File: src/rtl/vga_sync_rx_pkg.sv
// Shared SVGA 800x600@60 timing constants and receiver FSM encoding.
// The generator and the receiver both derive their timing from here.
package vga_sync_rx_pkg;

  localparam int SVGA_H_ACTIVE = 800;
  localparam int SVGA_H_FRONT  = 40;
  localparam int SVGA_H_SYNC   = 128;
  localparam int SVGA_H_BACK   = 88;
  localparam int SVGA_H_TOTAL  = SVGA_H_ACTIVE + SVGA_H_FRONT + SVGA_H_SYNC + SVGA_H_BACK;

  localparam int SVGA_V_ACTIVE = 600;
  localparam int SVGA_V_FRONT  = 1;
  localparam int SVGA_V_SYNC   = 4;
  localparam int SVGA_V_BACK   = 23;
  localparam int SVGA_V_TOTAL  = SVGA_V_ACTIVE + SVGA_V_FRONT + SVGA_V_SYNC + SVGA_V_BACK;

  // Active video starts after sync pulse plus back porch.
  localparam int SVGA_H_OFS = SVGA_H_SYNC + SVGA_H_BACK;
  localparam int SVGA_V_OFS = SVGA_V_SYNC + SVGA_V_BACK;

  localparam int RX_LOCK_LINES = 4;
  localparam int RX_CW         = 11;

  typedef enum logic [1:0] {
    SEARCH = 2'd0,
    TRACK  = 2'd1,
    LOCKED = 2'd2
  } rx_state_t;

endpackage

File: src/rtl/vga_sync_rx_sync_edge_det.sv
// Two-flop synchronizer for an active-low sync input plus a delay flop
// producing a single-cycle falling-edge pulse.
module sync_edge_det (
  input  logic clk,
  input  logic w_rst_n,
  input  logic sync_in,
  output logic fall
);

  logic meta;
  logic stable;
  logic prev;

  // Stages idle high so a sync held low through reset is not seen as an edge.
  always_ff @(posedge clk) begin
    if (!w_rst_n) begin
      meta   <= 1'b1;
      stable <= 1'b1;
      prev   <= 1'b1;
    end else begin
      meta   <= sync_in;
      stable <= meta;
      prev   <= stable;
    end
  end

  assign fall = prev & ~stable;

endmodule

File: src/rtl/vga_sync_rx.sv
// SVGA sync receiver: measures line/frame periods from incoming hsync/vsync,
// locks to exact expected timing and regenerates pixel coordinates.
module vga_sync_rx
  import vga_sync_rx_pkg::*;
#(
  parameter int H_ACTIVE   = SVGA_H_ACTIVE,
  parameter int V_ACTIVE   = SVGA_V_ACTIVE,
  parameter int H_TOTAL    = SVGA_H_TOTAL,
  parameter int V_TOTAL    = SVGA_V_TOTAL,
  parameter int H_OFS      = SVGA_H_OFS,
  parameter int V_OFS      = SVGA_V_OFS,
  parameter int LOCK_LINES = RX_LOCK_LINES,
  parameter int CW         = RX_CW
) (
  input  logic          clk,
  input  logic          w_rst_n,
  input  logic          hsync_in,
  input  logic          vsync_in,
  output logic [CW-1:0] pos_x,
  output logic [CW-1:0] pos_y,
  output logic          active,
  output logic          frame_start,
  output logic          locked,
  output logic [CW-1:0] h_period
);

  localparam int CNT_MAX_I = (1 << CW) - 1;
  // With the default width the counter saturates before twice a line period,
  // so the missing-hsync timeout fires at saturation in that case.
  localparam int TIMEOUT_I = (2 * H_TOTAL > CNT_MAX_I) ? CNT_MAX_I : 2 * H_TOTAL;
  localparam int MW        = $clog2(LOCK_LINES + 1);

  localparam logic [CW-1:0] ONE       = CW'(1);
  localparam logic [CW-1:0] CNT_MAX   = CW'(CNT_MAX_I);
  localparam logic [CW-1:0] H_LAST    = CW'(H_TOTAL - 1);
  localparam logic [CW-1:0] H_TIMEOUT = CW'(TIMEOUT_I);
  localparam logic [CW-1:0] H_LO      = CW'(H_OFS);
  localparam logic [CW-1:0] H_HI      = CW'(H_OFS + H_ACTIVE);
  localparam logic [CW-1:0] V_LO      = CW'(V_OFS);
  localparam logic [CW-1:0] V_HI      = CW'(V_OFS + V_ACTIVE);
  localparam logic [CW-1:0] V_TOT     = CW'(V_TOTAL);
  localparam logic [MW-1:0] LOCK_M    = MW'(LOCK_LINES);
  localparam logic [MW-1:0] M_ONE     = MW'(1);

  logic          hs_fall;
  logic          vs_fall;
  logic [CW-1:0] hcnt;
  logic [CW-1:0] vcnt;
  logic [CW-1:0] line_cnt;
  logic [CW-1:0] lines_seen;
  logic          pend_v;
  logic [MW-1:0] match_cnt;
  logic [MW-1:0] match_nxt;
  rx_state_t     state;
  rx_state_t     state_nxt;
  logic          win;

  sync_edge_det u_hs_edge (
    .clk     (clk),
    .w_rst_n (w_rst_n),
    .sync_in (hsync_in),
    .fall    (hs_fall)
  );

  sync_edge_det u_vs_edge (
    .clk     (clk),
    .w_rst_n (w_rst_n),
    .sync_in (vsync_in),
    .fall    (vs_fall)
  );

  // Lines in the frame including a line start coinciding with this vsync fall,
  // so vsync aligned to hsync and vsync mid-line both count V_TOTAL.
  always_comb begin
    lines_seen = line_cnt;
    if (hs_fall && line_cnt != CNT_MAX) begin
      lines_seen = line_cnt + ONE;
    end
  end

  always_comb begin
    state_nxt = state;
    match_nxt = match_cnt;
    case (state)
      SEARCH: begin
        if (hs_fall) begin
          state_nxt = TRACK;
          match_nxt = '0;
        end
      end
      TRACK: begin
        if (hs_fall) begin
          if (hcnt == H_LAST) begin
            match_nxt = (match_cnt >= LOCK_M) ? match_cnt : match_cnt + M_ONE;
          end else begin
            match_nxt = '0;
          end
        end
        if (vs_fall && match_cnt >= LOCK_M) begin
          state_nxt = LOCKED;
        end else if (hcnt >= H_TIMEOUT) begin
          state_nxt = SEARCH;
        end
      end
      LOCKED: begin
        if ((hs_fall && hcnt != H_LAST) ||
            (vs_fall && lines_seen != V_TOT) ||
            (hcnt >= H_TIMEOUT)) begin
          state_nxt = SEARCH;
        end
      end
      default: state_nxt = SEARCH;
    endcase
  end

  always_ff @(posedge clk) begin
    if (!w_rst_n) begin
      hcnt      <= '0;
      vcnt      <= '0;
      line_cnt  <= '0;
      pend_v    <= 1'b0;
      h_period  <= '0;
      match_cnt <= '0;
      state     <= SEARCH;
    end else begin
      hcnt <= hs_fall ? '0 : ((hcnt == CNT_MAX) ? hcnt : hcnt + ONE);
      if (hs_fall) begin
        h_period <= (hcnt == CNT_MAX) ? CNT_MAX : hcnt + ONE;
      end
      if (vs_fall) begin
        line_cnt <= '0;
      end else if (hs_fall && line_cnt != CNT_MAX) begin
        line_cnt <= line_cnt + ONE;
      end
      // A vsync fall arms a vertical restart that takes effect on the next line start.
      if (hs_fall) begin
        if (pend_v || vs_fall) begin
          vcnt <= '0;
        end else if (vcnt != CNT_MAX) begin
          vcnt <= vcnt + ONE;
        end
        pend_v <= 1'b0;
      end else if (vs_fall) begin
        pend_v <= 1'b1;
      end
      match_cnt <= match_nxt;
      state     <= state_nxt;
    end
  end

  assign win = (state_nxt == LOCKED) &&
               (hcnt >= H_LO) && (hcnt < H_HI) &&
               (vcnt >= V_LO) && (vcnt < V_HI);

  always_ff @(posedge clk) begin
    if (!w_rst_n) begin
      active      <= 1'b0;
      locked      <= 1'b0;
      pos_x       <= '0;
      pos_y       <= '0;
      frame_start <= 1'b0;
    end else begin
      active      <= win;
      locked      <= (state_nxt == LOCKED);
      pos_x       <= win ? hcnt - H_LO : '0;
      pos_y       <= win ? vcnt - V_LO : '0;
      frame_start <= win && (hcnt == H_LO) && (vcnt == V_LO);
    end
  end

endmodule

File: config.mk
export PLATFORM = sky130hd
export DESIGN_NAME = vga_sync_rx
export DESIGN_NICKNAME = d
export VERILOG_FILES = /design/src/rtl/vga_sync_rx_pkg.sv /design/src/rtl/vga_sync_rx_sync_edge_det.sv /design/src/rtl/vga_sync_rx.sv
export SDC_FILE = /design/constraint.sdc
export NUM_CORES = 1
export LEC_CHECK = 0
export CORE_MARGIN = 5
export CORE_UTILIZATION = 60
export DETAILED_ROUTE_END_ITERATION = 10
export PLACE_DENSITY = 0.87
export SETUP_SLACK_MARGIN = 0.2
export SKIP_CTS_REPAIR_TIMING = 1
export SYNTH_ARGS = -nofsm -noshare
export SYNTH_HDL_FRONTEND = slang
export SYNTH_SLANG_ARGS = --single-unit
File: constraint.sdc
create_clock -name clk -period 6.2 [get_ports clk]
set_input_delay 1.24 -clock clk [delete_from_list [all_inputs] [get_ports clk]]
set_output_delay 1.24 -clock clk [all_outputs]
set_load 0.01 [all_outputs]
==> images/cell_density.png <==
9 x 9 tiles, from black (low) to pale yellow (high), 0 to 100% covered.
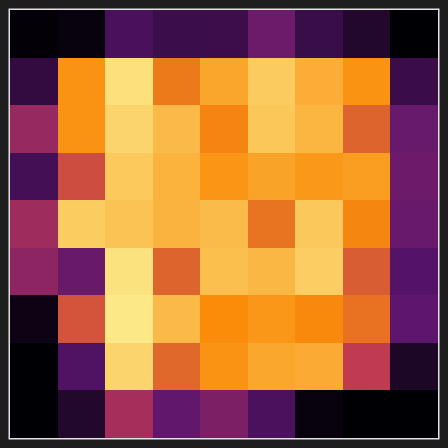
mean over tiles = 53%
nearly empty tiles = 7.4%
fullest tile = 95%
placeable core region: 0.00596 mm2
Final Core Density: 0.715
fp_density: 0.620

==> images/placement_by_type.png <==
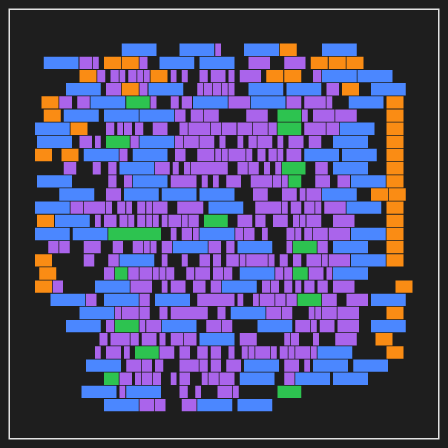
other buffers and delay cells -> orange  # cells 39
flops -> blue  # cells 81
clock drivers and dummy loads -> green  # cells 16
combinational and other logic -> purple  # cells 293

==> images/io_fan.png <==
The bar under the picture is 20 um long.
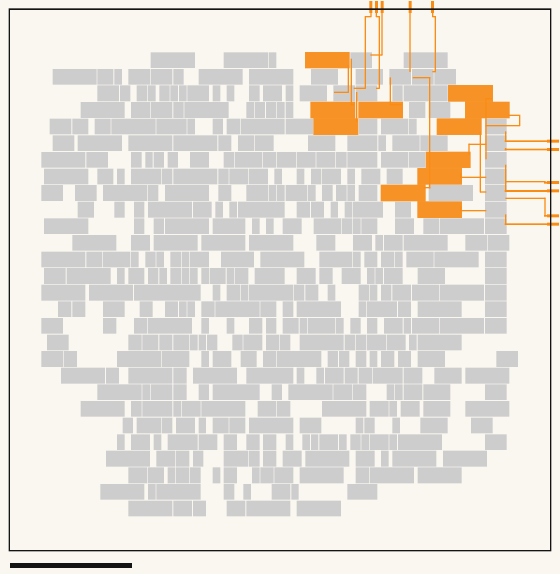
pos_x -> orange  # direction output, end cells 11, wire 200 um
io pins: 40
number of buffers inserted by port buffering: 39

==> impl_results.html <==
<h2>Implementation results</h2>
<table>
<tr><th>Metric</th><th>Value</th></tr>
<tr><th colspan="2">Logic synthesis</th></tr>
<tr><td># Cells Yosys</td><td>402</td></tr>
<tr><td>Portion of netlist area occupied by mux cells</td><td>0.0108</td></tr>
<tr><td>Flip-flops with a built-in enable</td><td>0</td></tr>
<tr><td>Sequential share of the synthesized area</td><td>0.439</td></tr>
<tr><th colspan="2">Placement</th></tr>
<tr><td>Final RePlAce weighted congestion</td><td>between 0.9 and 1</td></tr>
<tr><td>Placed instance area</td><td>0.00405 mm2</td></tr>
<tr><td>Dpl hpwl</td><td>5120 um</td></tr>
<tr><th colspan="2">Power</th></tr>
<tr><td>Cell leakage power</td><td>1.51 nW</td></tr>
<tr><td>Switching part of the total</td><td>0.229</td></tr>
<tr><td>Net Sw Power</td><td>~0.00022 W</td></tr>
<tr><th colspan="2">Critical path</th></tr>
<tr><td>Buf+Inv Stages, Crit Path</td><td>1</td></tr>
<tr><td>Critical path origin</td><td>w_rst_n</td></tr>
<tr><td>Signal arrival time at the worst endpoint</td><td>3.47 ns</td></tr>
<tr><td>Timing endpoint of the critical path</td><td>frame_start</td></tr>
<tr><td>Critical path's largest stage delay</td><td>around 0.80 ns</td></tr>
<tr><td>Critical Path Fanout Max</td><td>26</td></tr>
<tr><th colspan="2">STA</th></tr>
<tr><td>Final-report max-slew violation count</td><td>0</td></tr>
<tr><td>Unrepaired setup endpoints after global routing</td><td>false</td></tr>
<tr><td>Hold violation count in the final report</td><td>0</td></tr>
<tr><td>Setup Viol. Count Final</td><td>0</td></tr>
<tr><th colspan="2">Drt</th></tr>
<tr><td>Met1 Wirelength</td><td>3350 um</td></tr>
<tr><td>DR vias/cell</td><td>5.72</td></tr>
<tr><td>Detailed-route wire length per cell</td><td>14.3 um</td></tr>
<tr><td>Detailed router's first-iteration violation count</td><td>129</td></tr>
<tr><th colspan="2">Worst hold path</th></tr>
<tr><td>Cell depth of the worst min-delay path</td><td>1</td></tr>
<tr><td>Worst hold-check path type</td><td>flop to flop</td></tr>
<tr><th colspan="2">GRT</th></tr>
<tr><td>Overflow left after global routing</td><td>0</td></tr>
<tr><th colspan="2">Finish</th></tr>
<tr><td>Antenna cells</td><td>0</td></tr>
<tr><td>Share of the final layout cell area in sequential cells</td><td>0.381</td></tr>
<tr><td>NumNets Final</td><td>between 400 and 500</td></tr>
<tr><th colspan="2">CTS</th></tr>
<tr><td>Latency at later pin</td><td>around 0.36 ns</td></tr>
<tr><td>Clock tree from TritonCTS</td><td>yes</td></tr>
<tr><th colspan="2">Outcome</th></tr>
<tr><td>Status</td><td>completed</td></tr>
<tr><th colspan="2">Job</th></tr>
<tr><td>Total of max-cap violations</td><td>0</td></tr>
<tr><td>Count of warning messages emitted by the tools</td><td>27</td></tr>
</table>
==> images/sizes.png <==
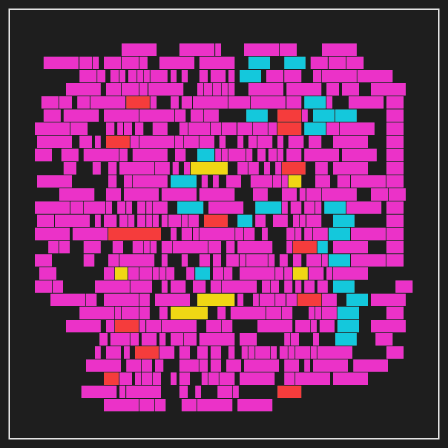
_0 and _1 cells -> magenta  # cells 386, most used dfxtp_1
_3 and _4 cells -> yellow  # cells 6
_2 cells -> cyan  # cells 24, most used a211oi_2
_6 and larger -> red  # cells 13, most used clkbuf_8
worst-case setup margin in the final layout: 2.98 ns
count of non-CTS buffers in the layout: 39
area delta synth->final: 15.3%

==> images/congestion.png <==
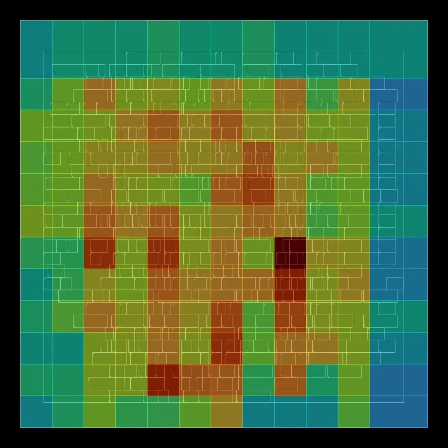
M1 GR Usage: 0.256
total global-route track usage: 0.200
grt met2 use: 0.330
global-route layer with the greatest usage: met2
global-route track usage on met3: 0.0400

Power is estimated from default activity; no workload was simulated.
